<file path="config.mk">
export PLATFORM = sky130hd
export DESIGN_NAME = pos_cache_motion_update_arbiter
export DESIGN_NICKNAME = d
export VERILOG_FILES = /design/src/rtl/pos_cache_motion_update_arbiter.sv
export SDC_FILE = /design/constraint.sdc
export NUM_CORES = 1
export LEC_CHECK = 0
export CAP_MARGIN = 20
export CORE_AREA = 4 4 224 226
export CTS_CLUSTER_DIAMETER = 30
export DETAILED_ROUTE_END_ITERATION = 10
export DIE_AREA = 0 0 228 230
export GPL_TIMING_DRIVEN = 0
export MAX_ROUTING_LAYER = met4
export SYNTH_ARGS = -nofsm -noshare
export SYNTH_HDL_FRONTEND = slang
export SYNTH_SLANG_ARGS = --single-unit
</file>
<file path="constraint.sdc">
create_clock -name clk -period 4.2 [get_ports clk]
set_input_delay 1.05 -clock clk [delete_from_list [all_inputs] [get_ports clk]]
set_output_delay 1.05 -clock clk [all_outputs]
set_load 0.1 [all_outputs]
</file>
<file path="src/rtl/pos_cache_motion_update_arbiter.sv">
`default_nettype none
// ============================================================================
// Module   : pos_cache_motion_update_arbiter
// Purpose  : Round-robin collection of motion-updated particles and broadcast
//            to all position caches; owns the motion_update_enable window.
// Revision : 1.0
// ============================================================================
module pos_cache_motion_update_arbiter #(
    parameter int DATA_WIDTH    = 32,
    parameter int CELL_ID_WIDTH = 4,
    parameter int NUM_REQ       = 4,
    parameter int DRAIN_CYCLES  = 3,
    parameter int CNT_WIDTH     = 16
) (
    input  logic                                 clk,
    input  logic                                 rst,
    input  logic                                 start,
    input  logic [NUM_REQ-1:0]                   req_valid,
    input  logic [NUM_REQ*3*DATA_WIDTH-1:0]      req_data,
    input  logic [NUM_REQ*3*CELL_ID_WIDTH-1:0]   req_dst_cell,
    input  logic [NUM_REQ-1:0]                   req_done,
    output logic [NUM_REQ-1:0]                   req_ready,
    output logic                                 motion_update_enable,
    output logic [3*DATA_WIDTH-1:0]              out_data,
    output logic [3*CELL_ID_WIDTH-1:0]           out_data_dst_cell,
    output logic                                 out_data_valid,
    output logic                                 busy,
    output logic                                 done,
    output logic [CNT_WIDTH-1:0]                 particle_count,
    output logic                                 protocol_err
);

    localparam int PW    = 3 * DATA_WIDTH;
    localparam int CW    = 3 * CELL_ID_WIDTH;
    localparam int IDX_W = (NUM_REQ < 2) ? 1 : $clog2(NUM_REQ);
    localparam int DRN_W = (DRAIN_CYCLES < 1) ? 1 : $clog2(DRAIN_CYCLES + 1);

    localparam logic [IDX_W:0]   C_NUM_REQ    = (IDX_W+1)'(NUM_REQ);
    localparam logic [IDX_W-1:0] C_LAST_IDX   = IDX_W'(NUM_REQ - 1);
    localparam logic [DRN_W-1:0] C_DRAIN_LAST = DRN_W'(DRAIN_CYCLES);

    localparam logic [1:0] ST_IDLE  = 2'd0;
    localparam logic [1:0] ST_BCAST = 2'd1;
    localparam logic [1:0] ST_DRAIN = 2'd2;

    logic [1:0]           r_state;
    logic [NUM_REQ-1:0]   r_done_flag;
    logic [IDX_W-1:0]     r_rr;
    logic [DRN_W-1:0]     r_drain_cnt;
    logic                 r_en;
    logic                 r_busy;
    logic                 r_done_pulse;
    logic                 r_perr;
    logic [CNT_WIDTH-1:0] r_count;
    logic [PW-1:0]        r_out_data;
    logic [CW-1:0]        r_out_dst;
    logic                 r_out_valid;

    logic [NUM_REQ-1:0]   w_eligible;
    logic [NUM_REQ-1:0]   w_grant;
    logic [IDX_W-1:0]     w_grant_idx;
    logic [IDX_W:0]       w_idx;
    logic                 w_found;
    logic [NUM_REQ-1:0]   w_done_next;
    logic                 w_all_done;
    logic [IDX_W-1:0]     w_rr_next;
    logic [PW-1:0]        w_sel_data;
    logic [CW-1:0]        w_sel_dst;

    // A requester already marked done is never eligible; one presenting its
    // last particle together with req_done is, since the flag lags a cycle.
    assign w_eligible = req_valid & ~r_done_flag;

    // Round-robin search starting at r_rr, wrapping modulo NUM_REQ.
    always_comb begin
        w_grant     = '0;
        w_grant_idx = '0;
        w_found     = 1'b0;
        w_idx       = '0;
        if (r_state == ST_BCAST) begin
            for (int k = 0; k < NUM_REQ; k++) begin
                w_idx = {1'b0, r_rr} + (IDX_W+1)'(k);
                if (w_idx >= C_NUM_REQ) begin
                    w_idx = w_idx - C_NUM_REQ;
                end
                if (!w_found && w_eligible[w_idx[IDX_W-1:0]]) begin
                    w_found     = 1'b1;
                    w_grant_idx = w_idx[IDX_W-1:0];
                end
            end
        end
        if (w_found) begin
            w_grant[w_grant_idx] = 1'b1;
        end
    end

    assign w_done_next = r_done_flag | req_done;
    assign w_all_done  = &w_done_next;
    assign w_rr_next   = (w_grant_idx == C_LAST_IDX) ? '0 : w_grant_idx + IDX_W'(1);
    assign w_sel_data  = req_data[int'(w_grant_idx)*PW +: PW];
    assign w_sel_dst   = req_dst_cell[int'(w_grant_idx)*CW +: CW];

    always_ff @(posedge clk or negedge rst) begin
        if (!rst) begin
            r_state      <= ST_IDLE;
            r_done_flag  <= '0;
            r_rr         <= '0;
            r_drain_cnt  <= '0;
            r_en         <= 1'b0;
            r_busy       <= 1'b0;
            r_done_pulse <= 1'b0;
            r_perr       <= 1'b0;
            r_count      <= '0;
            r_out_data   <= '0;
            r_out_dst    <= '0;
            r_out_valid  <= 1'b0;
        end else begin
            r_done_pulse <= 1'b0;
            r_out_valid  <= 1'b0;
            r_out_data   <= '0;
            r_out_dst    <= '0;
            case (r_state)
                ST_IDLE: begin
                    if (start) begin
                        r_done_flag <= '0;
                        r_count     <= '0;
                        r_perr      <= 1'b0;
                        r_en        <= 1'b1;
                        r_busy      <= 1'b1;
                        r_state     <= ST_BCAST;
                    end
                end
                ST_BCAST: begin
                    r_done_flag <= w_done_next;
                    if (|(req_valid & r_done_flag)) begin
                        r_perr <= 1'b1;
                    end
                    if (w_found) begin
                        r_out_data  <= w_sel_data;
                        r_out_dst   <= w_sel_dst;
                        r_out_valid <= 1'b1;
                        r_rr        <= w_rr_next;
                        if (r_count != '1) begin
                            r_count <= r_count + CNT_WIDTH'(1);
                        end
                    end else if (w_all_done) begin
                        // Leaving only on a transfer-free cycle guarantees the
                        // final broadcast is seen with enable still high.
                        r_en        <= 1'b0;
                        r_drain_cnt <= '0;
                        r_state     <= ST_DRAIN;
                    end
                end
                ST_DRAIN: begin
                    if (r_drain_cnt == C_DRAIN_LAST) begin
                        r_done_pulse <= 1'b1;
                        r_busy       <= 1'b0;
                        r_state      <= ST_IDLE;
                    end else begin
                        r_drain_cnt <= r_drain_cnt + DRN_W'(1);
                    end
                end
                default: begin
                    r_state <= ST_IDLE;
                end
            endcase
        end
    end

    assign req_ready            = w_grant;
    assign motion_update_enable = r_en;
    assign out_data             = r_out_data;
    assign out_data_dst_cell    = r_out_dst;
    assign out_data_valid       = r_out_valid;
    assign busy                 = r_busy;
    assign done                 = r_done_pulse;
    assign particle_count       = r_count;
    assign protocol_err         = r_perr;

endmodule
`default_nettype wire

</file>
Run 1, routed clock nets over the placement:
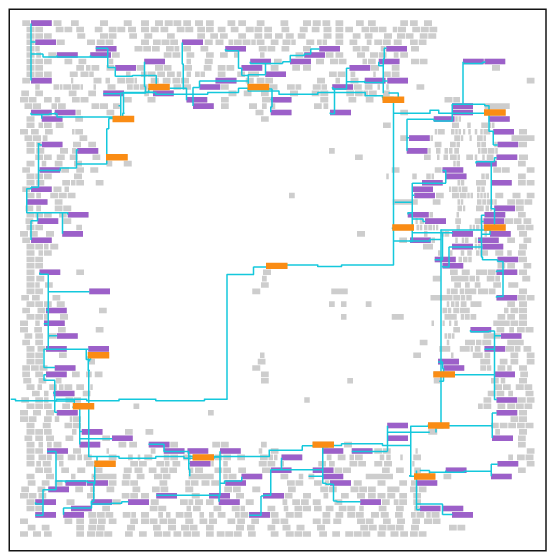
- cells driving clock nets: orange (count 17)
- flip-flops: purple (count 139)
- clock wires: cyan (length 2510 um)
- routed clock nets: 18
clock latency reported for the late side of the worst-skew pair: 0.47 ns
worst setup skew after layout: 0.0120 ns
clock network fraction of design power: 0.143
power drawn by the clock network: 1.70 mW

Run 1, placement by cell class:
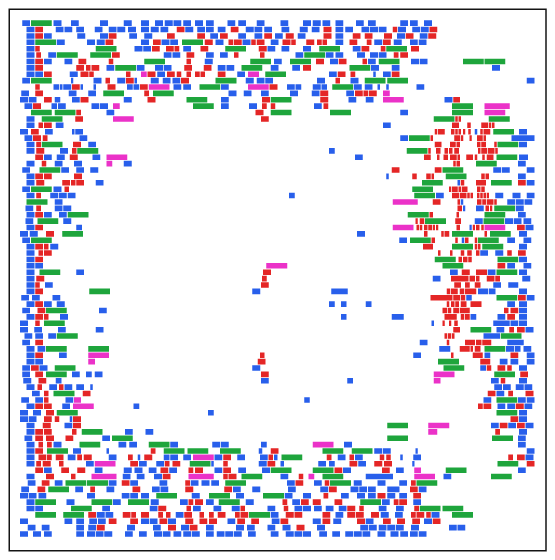
- clock drivers and dummy loads: magenta (cells 32)
- flip-flops: green (cells 139)
- all other logic: red (cells 480)
- other buffers and delay cells: blue (cells 636)
share of cell area taken by flip-flops and latches: 0.233
# rows: 81
Util after Layout: 0.309
Placeable Area: 48300 um^2

==> reports/qor.log, run 1 <==
qor: timing.min_period_over_period 0.971
qor: critical_path.crit_path_cell_trace clkdlybuf4s50_1 > nand2b_1 > nand4_4 > and2_1 > buf_4 > o311ai_4 > buf_12 > inv_1 > ha_1 > and3_2 > buf_12
qor: global_route.grt_first_pass_wirelength 57.4 mm
qor: placement.cell_area_after_placement 14100 um^2
qor: finish.fraction_of_cell_area_in_non_clock_buffers 0.416
qor: synth.synth.largest_area_cell dfrtp_1
qor: placement.placed_cells 1873
qor: synth.sequential_share_of_the_synthesized_area 0.460
qor: critical_path.worst_path_largest_cell_delay 0.45 ns
qor: synth.floorplan.nets 1123
qor: cts.clock_tree.buffer_depth 2
qor: power_and_ir_drop.power.share.combinational 0.688
qor: drt.vias 8009
qor: finish.largest_reg_flops 96
qor: drt.avgViaCountPerCell 4.17
qor: timing.slew-limit-headroom 0.255
qor: die.floorplan.core_util 0.157
qor: finish.diodes 10
qor: power_and_ir_drop.power.switching_fraction 0.541
qor: global_route.met1_usage 0.177
qor: critical_path.reg2reg_depth 9
qor: drt.detail_route.iter0.violations 356
qor: finish.buffers 636
qor: critical_path.worst-endpoint-required 3.15 ns
qor: global_route.grt_use_total 0.153
qor: synth.avgSynthCellArea 11.2 um^2
qor: placement.placement.setup.worst_slack -1.46 ns
qor: global_route.grt.overflow.total 0
qor: critical_path.number_of_cells_on_the_critical_path 11
qor: critical_path.rr_endpoint out_data[71]
qor: drt.topRoutingLayerUsed met4
qor: synth.mux_share 0.286
qor: status.run_status complete, no violations
qor: die.tap-cell-count 622
qor: drt.average_detailed_routed_wire_length_per_instance 20.9 um
qor: synth.edf_count 0
qor: finish.multi_input_comb_area 3790 um^2
qor: synth.yosys.cell_types.count 39
qor: synth.compound_area_frac 0.127
qor: timing.fin_setup_tns 0 ns
qor: hold_path.min_to protocol_err
qor: cts.cts-resized-gates 41
qor: synth.yosys_area 7570 um^2
qor: synth.yosys.area.top_type_share 0.460
qor: power_and_ir_drop.peakVddDrop 420 uV
qor: timing.tightest_slew 1.11 ns
qor: timing.finalSetupViolations 0
qor: die.fp.dieW 228 um
qor: synth.synth_cells 674
qor: synth.total_standard_cell_area_after_synthesis 7570 um^2
qor: power_and_ir_drop.p_comb 8.16 mW
qor: global_route.antenna_violations_before_repair 8
qor: finish.layout_top_cell_excl_fill_tap clkdlybuf4s50_1
qor: timing.timing.final.crit_period 4.08 ns
qor: hold_path.min_path_cells 2
qor: critical_path.critPathArrivalTime 3.03 ns
qor: drt.drtAntennaViolNets 0
qor: synth.post_synth_main_area_contributors dfrtp_1 (46%), mux2i_1 (29%), o22ai_1 (9.2%)
qor: power_and_ir_drop.switchingPower 6.43 mW
qor: critical_path.worstSetupPathType primary input to primary output
qor: critical_path.crit_path_end req_ready[1]
qor: critical_path.setup.worst_path.start req_valid[3]
qor: placement.place_hpwl 32.7 mm
qor: placement.io_buffer_count 575
qor: global_route.grt_util_met3 0.0608
qor: drt.remaining_design_rule_violation_count 0
qor: cts.cts_tree done
qor: global_route.grtUsageMet2 0.250
qor: timing.max_freq 0.245 GHz
qor: cts.cts.reportedPaths.clkPinSlew 0.07 ns
qor: synth.yosys_warnings 0
qor: synth.main_flop_type_after_synthesis dfrtp_1
qor: global_route.top_usage_layer met2
qor: drt.routed-wl-met3 3.22 mm
qor: synth.most_frequently_used_cell_type_in_the_post_synthesis_netlist mux2i_1
qor: synth.ys_cells 674
qor: finish.biggestCellCategory buffers
qor: power_and_ir_drop.design_power_total 11.9 mW
qor: finish.clkCellAreaFrac 0.0432
qor: finish.area_delta_synth_final 97.6%
qor: die.num_io_pins 576
qor: synth.synth-async-reset-ratio 1.00
qor: hold_path.hp_class flip-flop to flip-flop
qor: cts.clk_root_buffer_cell clkbuf_16
qor: global_route.vias_in_the_first_global_route 8833
qor: timing.final-max-slew-violation-count 0
qor: drt.wl_met2 19.6 mm
qor: power_and_ir_drop.power.largest_group combinational logic
qor: cts.ctsHoldBuffers 0
qor: finish.area.share.combinational 0.253
qor: synth.synth_flop_count 139
qor: finish.mostFrequentLayoutCells clkdlybuf4s50_1 (567), mux2i_1 (216), dfrtp_1 (139)
qor: die.die.size.y 230 um
qor: drt.drt_wl_total 40.1 mm
qor: finish.final_net_count 1723
qor: timing.hold_ws 0.517 ns
qor: run.openroad.warnings 29
qor: synth.yosys.area_share.simple 0.0567
qor: critical_path.startpoint_class_of_the_critical_path primary input
qor: power_and_ir_drop.p_int 5.44 mW
qor: finish.num-fill-cells 5030
qor: finish.multi_input_comb_cells 475
qor: drt.detailedRoute.firstPassIterationCount 4
qor: critical_path.ff2ff_setup_slack 1.06 ns
qor: run.timing.max_cap.violations 0
qor: finish.layout.non_clock_inverters 5
qor: power_and_ir_drop.power_frac_seq 0.169
qor: cts.cts_sinks 139
qor: power_and_ir_drop.p_per_area 794 nW/um^2
qor: cts.cts.repair_timing.setup_buffer_count 5
qor: synth.adder_share 0.00992
qor: global_route.grt_start_max_net_pins 77
qor: die.dieArea 52400 um^2
qor: critical_path.critical_path.n_buffers_inverters 5
qor: critical_path.capturing_element_type_of_the_critical_path primary output
qor: finish.finalInstanceArea 15000 um^2
qor: cts.cts_max_level 4
qor: synth.xor_share 0.0150
qor: critical_path.critical-path-top-cell-by-count buf_12
qor: finish.final_cells 1919
qor: synth.common_cells mux2i_1 (216), dfrtp_1 (139), o22ai_1 (111), nor2_1 (32), clkbuf_1 (26)
qor: critical_path.crit_path_max_fanout 6
qor: power_and_ir_drop.power_leakage 6.99 nW
qor: critical_path.critPathTopFamily buffers and inverters
qor: timing.finalHoldViolations 0
qor: critical_path.critical_path.slowest_cell clkdlybuf4s50_1
qor: hold_path.timing.hold.worst.start protocol_err
qor: placement.gp_congestion 0.874
qor: timing.worst_slack 0.120 ns
qor: critical_path.timing.rr.start r_done_flag[0]
qor: finish.drive_above_1_share 0.0668
qor: drt.met1Wirelength 16.5 mm
Run 1, register map, names as in the netlist:
Bar = 50 um. Other sequential cells in the stronger grey, the rest of the logic in the fainter grey.
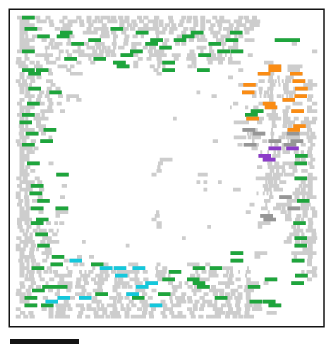
- r_done_flag: purple (sequential cells 4; where east)
- out_data: green (sequential cells 96; where spread over the die)
- out_data_dst_cell: cyan (sequential cells 12)
- particle_count: orange (sequential cells 16; where north-east)
- not coloured: 11
sequential power: 2.01 mW
FF+latch area: 3480 um^2

Run 1, the clock network:
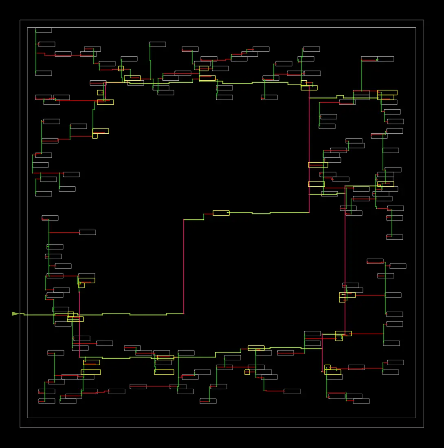
number of buffers created by CTS: 17
number of flip-flops and latches: 139
clock buffer instance count of the final layout: 18

==> run 1 -> run 2 <==
Settings changed: SLEW_MARGIN set to 20.
Run 2, the clock network:
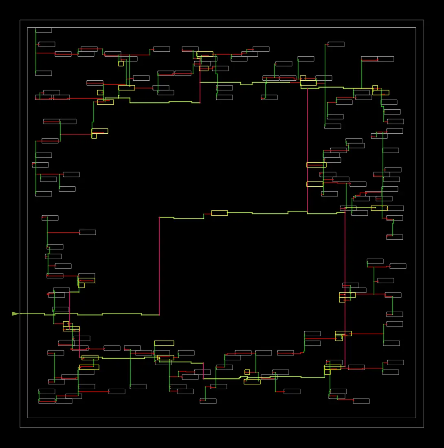
power drawn by the clock network: 1.65 mW
worst setup skew after layout: 0.00979 ns
CTS Sinks: 139

==> run 2 against run 1 <==
- worst hold slack worse by 0.0088 ns
- non-clock buffer count down 1
- clock skew decreased by 0.0022 ns
- critical endpoint is now req_ready[3]
- wire length is 0.22% higher
- critical path depth rose by 1
- die size unchanged
- power shrank 0.59%
- sequential power barely moved
- worst setup slack improved by 0.15 ns
==> reports/qor.log, run 2 <==
qor: status.run_status complete, no violations
qor: timing.final-max-slew-violation-count 0 [unchanged]
qor: power_and_ir_drop.sequentialPower 2.01 mW [about the same]
qor: finish.buffers 635 [-0.16%]
qor: global_route.grt_start_max_net_pins 77 [unchanged]
qor: critical_path.critPathTopFamily buffers and inverters
qor: cts.cts.repair_timing.setup_buffer_count 5 [unchanged]
qor: die.core_area 48300 um^2 [unchanged]
qor: drt.vias 7988 [-0.26%]
qor: die.die.size.y 230 um [unchanged]
qor: drt.wl_met2 19.8 mm [+1.1%]
qor: critical_path.worst_path_largest_cell_delay 0.27 ns [-0.18 ns]
qor: critical_path.startpoint_class_of_the_critical_path primary input
qor: synth.synth_cells 674 [unchanged]
qor: synth.synth_flop_count 139 [unchanged]
qor: global_route.vias_in_the_first_global_route 8726 [-1.2%]
qor: drt.average_detailed_routed_wire_length_per_instance 21.0 um [+0.43%]
qor: finish.drive_above_1_share 0.0677 [+0.000830]
qor: die.dieArea 52400 um^2 [unchanged]
qor: synth.mux_share 0.286 [unchanged]
qor: finish.seq_area 3480 um^2 [unchanged]
qor: die.tap-cell-count 622 [unchanged]
qor: cts.cts.reportedPaths.clkPinSlew 0.06 ns [about the same]
qor: critical_path.capturing_element_type_of_the_critical_path primary output
qor: critical_path.reg2reg_depth 9 [unchanged]
qor: drt.remaining_design_rule_violation_count 0 [unchanged]
qor: global_route.antenna_violations_before_repair 7 [-1]
qor: finish.share_of_cell_area_taken_by_flip_flops_and_latches 0.233 [+0.000467]
qor: placement.placement.setup.worst_slack -1.45 ns [+0.00323 ns]
qor: finish.finish.utilization 0.309 [-0.000622]
qor: drt.topRoutingLayerUsed met4
qor: synth.ys_cells 674 [unchanged]
qor: finish.largest_reg_flops 96 [unchanged]
qor: synth.floorplan.nets 1123 [unchanged]
qor: timing.max_freq 0.254 GHz [+3.7%]
qor: cts.cts_max_level 4 [unchanged]
qor: finish.multi_input_comb_area 3790 um^2 [+0.20%]
qor: synth.yosys.cell_types.count 39 [unchanged]
qor: critical_path.critical_path.slowest_cell dlygate4sd2_1
qor: synth.synth.largest_area_cell dfrtp_1
qor: power_and_ir_drop.power_leakage 6.99 nW [about the same]
qor: global_route.grt.overflow.total 0 [unchanged]
qor: cts.cts-resized-gates 42 [+2.4%]
qor: global_route.top_usage_layer met2
qor: finish.num-fill-cells 5022 [-0.16%]
qor: synth.avgSynthCellArea 11.2 um^2 [unchanged]
qor: placement.io_buffer_count 575 [unchanged]
qor: synth.total_standard_cell_area_after_synthesis 7570 um^2 [unchanged]
qor: timing.min_period_over_period 0.937 [-0.0346]
qor: synth.edf_count 0 [unchanged]
qor: critical_path.worstSetupPathType primary input to primary output
qor: critical_path.ff2ff_setup_slack 1.08 ns [+0.02 ns]
qor: timing.finalHoldViolations 0 [unchanged]
qor: run.timing.max_cap.violations 0 [unchanged]
qor: global_route.grtUsageMet2 0.251 [+0.00141]
qor: synth.post_synth_main_area_contributors dfrtp_1 (46%), mux2i_1 (29%), o22ai_1 (9.2%)
qor: cts.cts_tree done
qor: drt.routed-wl-met3 3.03 mm [-5.6%]
qor: power_and_ir_drop.power_frac_seq 0.170 [about the same]
qor: power_and_ir_drop.switchingPower 6.43 mW [about the same]
qor: critical_path.timing.rr.start r_done_flag[0]
qor: finish.area.share.combinational 0.254 [+0.00101]
qor: placement.cell_area_after_placement 14100 um^2 [about the same]
qor: placement.place_hpwl 32.5 mm [-0.36%]
qor: finish.final_net_count 1722 [-0.058%]
qor: synth.compound_area_frac 0.127 [unchanged]
qor: cts.clock_tree.buffer_depth 2 [unchanged]
qor: synth.yosys.area_share.simple 0.0567 [unchanged]
qor: synth.most_frequently_used_cell_type_in_the_post_synthesis_netlist mux2i_1
qor: synth.yosys_area 7570 um^2 [unchanged]
qor: power_and_ir_drop.peakVddDrop 439 uV [+4.3%]
qor: finish.multi_input_comb_cells 475 [unchanged]
qor: critical_path.number_of_cells_on_the_critical_path 12 [+1]
qor: finish.biggestCellCategory buffers
qor: synth.synth-async-reset-ratio 1.00 [unchanged]
Run 2, drive-strength map:
Bar = 50 um.
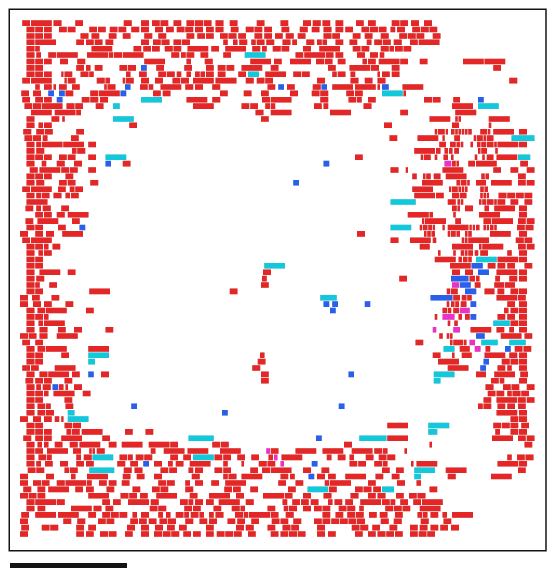
- drive 2: magenta (cells 11)
- drive 1 or less: red (cells 1199)
- drive 3 to 4: blue (cells 40)
- drive 6 and up: cyan (cells 36)
area of all placed cells without fillers: 14900 um^2
smallest setup slack after layout: 0.266 ns
area growth from synthesis to layout: 97.2%

==> run 2 -> run 3 <==
Settings changed: HOLD_SLACK_MARGIN set to 0.05.
Run 3, placement by cell class:
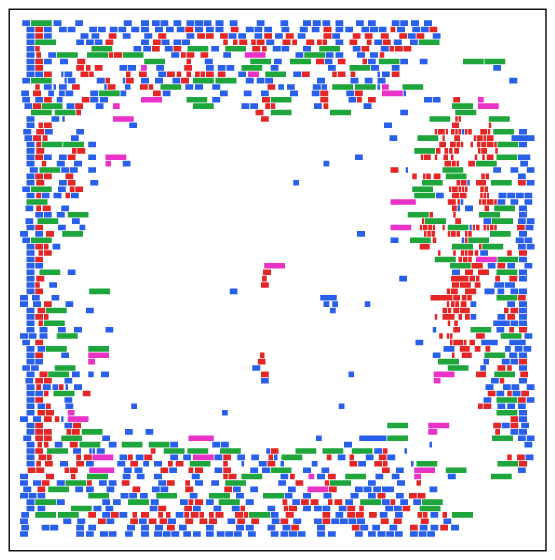
- clock drivers and dummy loads: magenta (cells 32)
- flip-flops: green (cells 139)
- other buffers and delay cells: blue (cells 635)
- all other logic: red (cells 480)
share of cell area taken by flip-flops and latches: 0.233
Util after Layout: 0.309

==> run 3 against run 2 <==
- sequential power about the same
- final area is the same
- power unchanged
- largest cell class unchanged
==> reports/qor.log, run 3 <==
qor: synth.synth_cells 674 [unchanged]
qor: finish.finalInstanceArea 14900 um^2 [unchanged]
qor: power_and_ir_drop.power.switching_fraction 0.545
qor: finish.seq_area 3480 um^2 [unchanged]
qor: drt.avgViaCountPerCell 4.17
qor: synth.most_frequently_used_cell_type_in_the_post_synthesis_netlist mux2i_1
qor: finish.layout.non_clock_inverters 5
qor: power_and_ir_drop.peakVddDrop 439 uV [unchanged]
qor: run.timing.max_cap.violations 0 [unchanged]
qor: die.dieArea 52400 um^2 [unchanged]
qor: die.floorplan.core_util 0.157
qor: run.openroad.warnings 29
qor: power_and_ir_drop.power.largest_group combinational logic
qor: global_route.grt.overflow.total 0 [unchanged]
qor: power_and_ir_drop.power_leakage 6.99 nW [unchanged]
qor: power_and_ir_drop.p_per_area 791 nW/um^2
qor: critical_path.startpoint_class_of_the_critical_path primary input
qor: drt.vias 7988 [unchanged]
qor: status.run_status complete, no violations
qor: cts.ctsHoldBuffers 0
qor: synth.sequential_share_of_the_synthesized_area 0.460
qor: finish.final_net_count 1722 [unchanged]
qor: synth.synth.largest_area_cell dfrtp_1
qor: critical_path.reg2reg_depth 9 [unchanged]
qor: synth.avgSynthCellArea 11.2 um^2 [unchanged]
qor: finish.drive_above_1_share 0.0677 [unchanged]
qor: finish.multi_input_comb_cells 475 [unchanged]
qor: power_and_ir_drop.p_int 5.37 mW
qor: placement.gp_congestion 0.874
qor: synth.edf_count 0 [unchanged]
qor: timing.min_period_over_period 0.937 [unchanged]
qor: timing.slew-limit-headroom 0.274
qor: timing.tightest_slew 1.09 ns
qor: global_route.met1_usage 0.178
qor: drt.wl_met2 19.8 mm [unchanged]
qor: hold_path.hp_class primary input to async pin
qor: global_route.antenna_violations_before_repair 7 [unchanged]
qor: finish.buffers 635 [unchanged]
qor: die.core_area 48300 um^2 [unchanged]
qor: synth.total_standard_cell_area_after_synthesis 7570 um^2 [unchanged]
qor: finish.fraction_of_cell_area_in_non_clock_buffers 0.416
qor: power_and_ir_drop.p_comb 8.15 mW
qor: finish.layout_top_cell_excl_fill_tap clkdlybuf4s50_1
qor: critical_path.crit_path_max_fanout 8
qor: finish.area_delta_synth_final 97.2% [unchanged]
qor: critical_path.critical_path.slowest_cell dlygate4sd2_1
qor: finish.diodes 7
qor: timing.finalHoldViolations 0 [unchanged]
qor: cts.cts_max_level 4 [unchanged]
qor: cts.cts_tree done
qor: finish.largest_reg_flops 96 [unchanged]
qor: finish.biggestCellCategory buffers
qor: global_route.grt_util_met3 0.0571
qor: critical_path.timing.rr.start r_done_flag[0]
qor: critical_path.critPathArrivalTime 2.88 ns
qor: drt.detailedRoute.firstPassIterationCount 4
qor: drt.topRoutingLayerUsed met4
qor: cts.clock_tree.buffer_depth 2 [unchanged]
qor: placement.place_hpwl 32.5 mm [unchanged]
qor: finish.n_clock_buffer 18
qor: timing.grt_setup_unrepaired no
qor: timing.final-max-slew-violation-count 0 [unchanged]
qor: drt.routed-wl-met3 3.03 mm [unchanged]
qor: critical_path.number_of_cells_on_the_critical_path 12 [unchanged]
qor: power_and_ir_drop.switchingPower 6.43 mW [unchanged]
qor: drt.average_detailed_routed_wire_length_per_instance 21.0 um [unchanged]
qor: finish.multi_input_comb_area 3790 um^2 [unchanged]
qor: finish.num-fill-cells 5022 [unchanged]
qor: timing.timing.final.crit_period 3.93 ns
qor: power_and_ir_drop.clock_net_power 1.65 mW [about the same]
qor: synth.netlist_logic_family_top multiplexers
qor: synth.common_cells mux2i_1 (216), dfrtp_1 (139), o22ai_1 (111), nor2_1 (32), clkbuf_1 (26)
qor: cts.cts.repair_timing.setup_buffer_count 5 [unchanged]
qor: die.tap-cell-count 622 [unchanged]
qor: synth.mux_share 0.286 [unchanged]
qor: power_and_ir_drop.design_power_total 11.8 mW
qor: synth.floorplan.nets 1123 [unchanged]
qor: cts.clk_root_buffer_cell clkbuf_16
qor: critical_path.capturing_element_type_of_the_critical_path primary output
qor: synth.yosys.area_share.simple 0.0567 [unchanged]
qor: global_route.grt_start_max_net_pins 77 [unchanged]
qor: finish.area.share.combinational 0.254 [unchanged]
qor: critical_path.ff2ff_setup_slack 1.08 ns [about the same]
qor: synth.ys_cells 674 [unchanged]
qor: power_and_ir_drop.power.share.combinational 0.690
qor: timing.final.setup_skew 0.00979 ns [unchanged]
qor: critical_path.worst_path_largest_cell_delay 0.27 ns [about the same]
qor: timing.max_freq 0.254 GHz [unchanged]
qor: drt.met1Wirelength 16.7 mm
qor: cts.cts.reportedPaths.clkPinSlew 0.06 ns [about the same]
qor: synth.compound_area_frac 0.127 [unchanged]
qor: global_route.top_usage_layer met2
qor: die.die.size.y 230 um [unchanged]
qor: synth.post_synth_main_area_contributors dfrtp_1 (46%), mux2i_1 (29%), o22ai_1 (9.2%)
qor: synth.yosys_area 7570 um^2 [unchanged]
qor: power_and_ir_drop.sequentialPower 2.01 mW [about the same]
qor: die.num_io_pins 576
qor: global_route.grtUsageMet2 0.251 [unchanged]
qor: critical_path.critical_path.n_buffers_inverters 6
qor: cts.clock.latency.late_pin 0.47 ns
qor: finish.final_cells 1915
qor: drt.drt_wl_total 40.1 mm
qor: synth.synth_flop_count 139 [unchanged]
qor: drt.drtAntennaViolNets 0
qor: critical_path.crit_path_cell_trace dlygate4sd2_1 > nand2b_1 > buf_4 > nand4_4 > and2_1 > buf_4 > o311ai_4 > buf_12 > inv_1 > ha_1 > and3_2 > buf_12
qor: synth.yosys.cell_types.count 39 [unchanged]
qor: cts.cts_sinks 139 [unchanged]
qor: power_and_ir_drop.power_frac_seq 0.170 [about the same]
qor: synth.adder_share 0.00992
qor: synth.synth-async-reset-ratio 1.00 [unchanged]
qor: placement.io_buffer_count 575 [unchanged]
qor: global_route.vias_in_the_first_global_route 8726 [unchanged]
qor: critical_path.worstSetupPathType primary input to primary output
qor: placement.cell_area_after_placement 14100 um^2 [unchanged]
qor: cts.cts_made_buffers 17
qor: placement.placement.setup.worst_slack -1.45 ns [unchanged]
qor: drt.remaining_design_rule_violation_count 0 [unchanged]
qor: timing.worst_slack 0.266 ns [unchanged]
qor: cts.cts-resized-gates 42 [unchanged]
qor: critical_path.critPathTopFamily buffers and inverters
qor: global_route.grt_use_total 0.153
Run 3, routed clock nets over the placement:
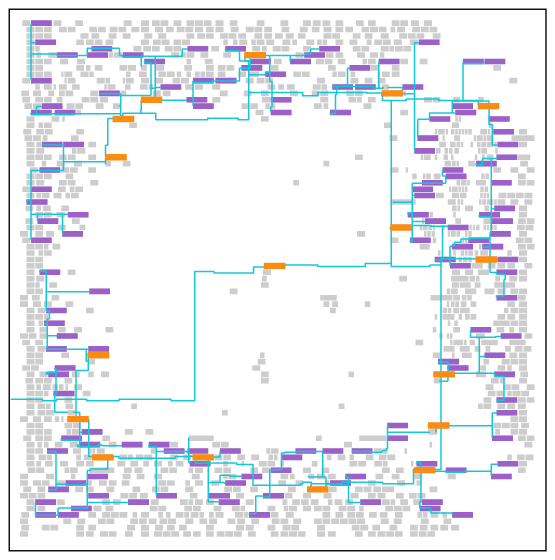
- clock wires: cyan (length 2570 um)
- cells driving clock nets: orange (count 17)
- flip-flops: purple (count 139)
- flops lie: spread over the die
clock network fraction of design power: 0.139

Power and IR drop assume default switching activity.
